### src/rtl/divider_8bit.sv
// Unsigned 8-bit sequential restoring divider, one shift-subtract step per clock.
// Dividend enters through Q; the quotient replaces it, so runs can be chained.
module divider_8bit (
    input  logic       Clk,
    input  logic       Reset,
    input  logic       Ld_D,
    input  logic       Ld_Q,
    input  logic       Run,
    input  logic [7:0] S,
    output logic [7:0] Q,
    output logic [7:0] R,
    output logic [7:0] D,
    output logic       Busy,
    output logic       Done,
    output logic       DivZero
);

    localparam logic [1:0] IDLE = 2'd0;
    localparam logic [1:0] CALC = 2'd1;
    localparam logic [1:0] DONE = 2'd2;

    logic [1:0] state;
    logic [2:0] cnt;
    logic [8:0] partial;
    logic [8:0] diff;
    logic       fits;

    // Compare at 9 bits; since R < D before every step, the difference fits in 8.
    assign partial = {R, Q[7]};
    assign diff    = partial - {1'b0, D};
    assign fits    = (partial >= {1'b0, D});

    always_ff @(posedge Clk) begin
        if (Reset) begin
            state   <= IDLE;
            cnt     <= 3'd0;
            Q       <= 8'd0;
            R       <= 8'd0;
            D       <= 8'd0;
            DivZero <= 1'b0;
        end else begin
            case (state)
                IDLE: begin
                    if (Run) begin
                        state   <= CALC;
                        cnt     <= 3'd0;
                        R       <= 8'd0;
                        DivZero <= (D == 8'd0);
                    end else begin
                        if (Ld_D) begin
                            D <= S;
                        end
                        if (Ld_Q) begin
                            Q <= S;
                            R <= 8'd0;
                        end
                    end
                end
                CALC: begin
                    if (fits) begin
                        R <= diff[7:0];
                        Q <= {Q[6:0], 1'b1};
                    end else begin
                        R <= partial[7:0];
                        Q <= {Q[6:0], 1'b0};
                    end
                    cnt <= cnt + 3'd1;
                    if (cnt == 3'd7) begin
                        state <= DONE;
                    end
                end
                DONE: begin
                    if (!Run) begin
                        state <= IDLE;
                    end
                end
                default: begin
                    state <= IDLE;
                end
            endcase
        end
    end

    assign Busy = (state == CALC);
    assign Done = (state == DONE);

endmodule

### config.mk
export PLATFORM = sky130hd
export DESIGN_NAME = divider_8bit
export DESIGN_NICKNAME = d
export VERILOG_FILES = /design/src/rtl/divider_8bit.sv
export SDC_FILE = /design/constraint.sdc
export NUM_CORES = 1
export LEC_CHECK = 0
export CORE_MARGIN = 2
export CORE_UTILIZATION = 65
export DETAILED_ROUTE_END_ITERATION = 16
export DONT_BUFFER_PORTS = 1
export PLACE_DENSITY = 0.83
export RECOVER_POWER = 50
export SLEW_MARGIN = 15
export SYNTH_ARGS = -nofsm -noshare
export SYNTH_HDL_FRONTEND = slang
export SYNTH_SLANG_ARGS = --single-unit
### constraint.sdc
create_clock -name Clk -period 2.8 [get_ports Clk]
set_input_delay 0.56 -clock Clk [delete_from_list [all_inputs] [get_ports Clk]]
set_output_delay 0.56 -clock Clk [all_outputs]
set_load 0.02 [all_outputs]
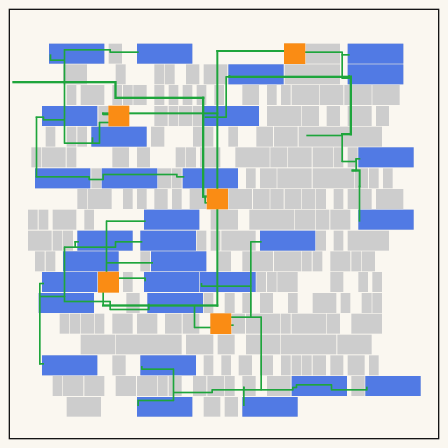
**Above:** clock network drawn from the DEF.
[orange] cells driving clock nets | count: 5
[blue] flip-flops | count: 30
[green] clock wires | length: 403 um
flops lie: spread over the die
routed clock nets: 6
insertion delay to the later sink of the worst-skew pair: 0.33 ns
skew final: 0.00447 ns

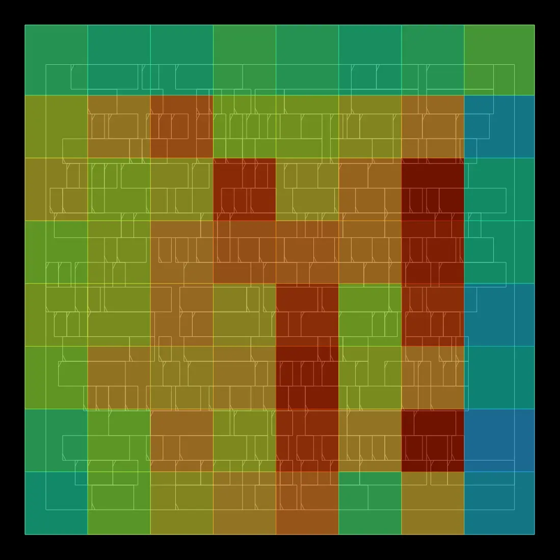
**Above:** track usage over the die.
grt met3 use: 0.102
GR peak layer: met2
detailed-route wire length per cell: 16.3 um

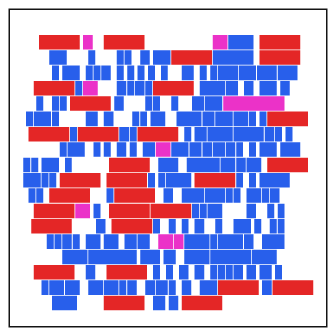
**Above:** cells coloured by class.
| colour | class | cells | share of their area |
|---|---|---|---|
| magenta | clock drivers and dummy loads | 8 | 4.3% |
| blue | all other logic | 178 | 62% |
| red | flip-flops | 30 | 34% |
core box area: 2520 um2
sequential cell area share: 0.329
fin util: 0.723

==> changes_impl.md <==
## Flow update

- OpenROAD warnings: 26
- Signal buf overhead: 0
- Number of library cell types mapped by synthesis: 42
- R2R Path Start: Q[7]$_SDFFE_PP0P_
- Slowest CP cell: dfxtp_1
- Slew margin rel.: 0.549
- Finish-stage setup viols: 0
- Top-count cell post-synth: nand2_1
- Post-synth top area share: 0.341
- Status: complete, no violations
- Register area: 601 um2
- Top Consumer: sequential cells
- Yosys stat chip area: 1760 um2
- Num Clock Sinks: 30
- Crit Path Category: reg -> out
- Number of diodes: 0
- Combinational gate area: 1050 um2
- Synthesized area per cell: 8.07 um2
- Layout clock area frac: 0.0426
- CTS clk-pin slew, worst paths: 0.10 ns
- Drt total wl: 4.02 mm
- Asr flop ratio synth: 0
- Via density: 6.16
- Setup ws final: 0.589 ns
- Total leakage power: 0.727 nW
- Grt ovf: 0
- Final instance area: 1820 um2
- Clock power frac: 0.276
- Comb/total area: 0.577
- Dpl ws: 0.727 ns
- Top post-synthesis cells by count: 42 x nand2_1, 30 x dfxtp_1, 22 x nor2_1, 14 x inv_1, 12 x a21oi_1
- P_clk: 348 uW
- Vias in the first global route: 1522
- Die extent in x: 56.0 um
- Cts bufs inserted: 5
- HP Start: Reset
- Crit path DAT: 1.65 ns
- CP Cell Sequence: nand2b_1, inv_2
- Crit path required time: 2.24 ns
- Worst min-delay path class: in -> reg
- Cells after synthesis: 218
- CLK BUF: 5
- Post-synth EDFFs: 0
- Pre-antenna DRT Iters: 4
- DRC: 0
- CTS resizes: 0
- VDD IR-drop max: 0.536 mV
- Comb power frac: 0.299
- Cell total after placement: 238
- First-pass GRT wire length: 6.67 mm
- Non-clk bufs: 0
- Non-filler instance count after layout: 246
- Largest area class, layout: combinational gates
- Flip-flop and latch power: 534 uW
- CP endpoint: Busy
- Max Fclk: 452 MHz
- Switch Pwr: 452 uW
- Crit end category: output port
- Hold_buf cts: 0
- Synth Cell Area: 1760 um2
- H-tree lvl count: 2
[logic make-up after synthesis]
kind of cell / Yosys count / share of synthesized area
buffers and inverters: 25 / 0.0612
flip-flops: 30 / 0.341
XOR/XNOR: 4 / 0.0199
multiplexers: 6 / 0.0341
AND/OR/NAND/NOR: 89 / 0.236
AND-OR/OR-AND: 53 / 0.225
adder cells (fa/ha/maj): 11 / 0.0825
[placed cells by master (no fill, tap or decap), drive strengths merged]
master,count
nor2b,4
clkinv,2
o2bb2a,1
xor2,1
xnor2,3
or4b,1
nand3,3
dfxtp,30
and2b,1
nor4b,1
bufinv,1
inv,15
a22oi,2
mux2i,6
o21ai,13
a211oi,2
clkbuf,5
nor4,2
nor3,3
a31oi,2
a21oi,15
fa,1
a22o,2
nand2b,4
nor2,23
o211ai,3
o221ai,1
o31ai,1
nand2,42
nand3b,3
o2111a,2
o21bai,1
or2,2
a311oi,7
ha,10
a21o,1
[critical path, delay by kind of cell (launching register included)]
family	cells	cell delay [ns]
buffers and inverters	1	0.26
flip-flops	1	0.57
AND/OR/NAND/NOR	1	0.48
[state kept, by name (all words and copies together) (netlist names)]
| register | cells |
|---|---|
| state | 2 |
| R | 8 |
| DivZero | 1 |
| D | 8 |
| cnt | 3 |
| Q | 8 |
[metrics by stage]
step                      power [mW]  hold slack [ns]
after floorplan                0.871            0.470
after global placement         0.897            0.485
after detailed placement       0.913            0.496
after CTS                       1.25            0.269
after global routing            1.32            0.254
final                           1.26            0.276
[routing by layer]
layer	routed length [um]	vias up	track usage
met4	122	0	0.122
met2	2010	45	0.457
met3	249	16	0.102
li1	-	747	-
met5	0	-	0
met1	1640	707	0.294
Power is estimated from default activity; no workload was simulated.
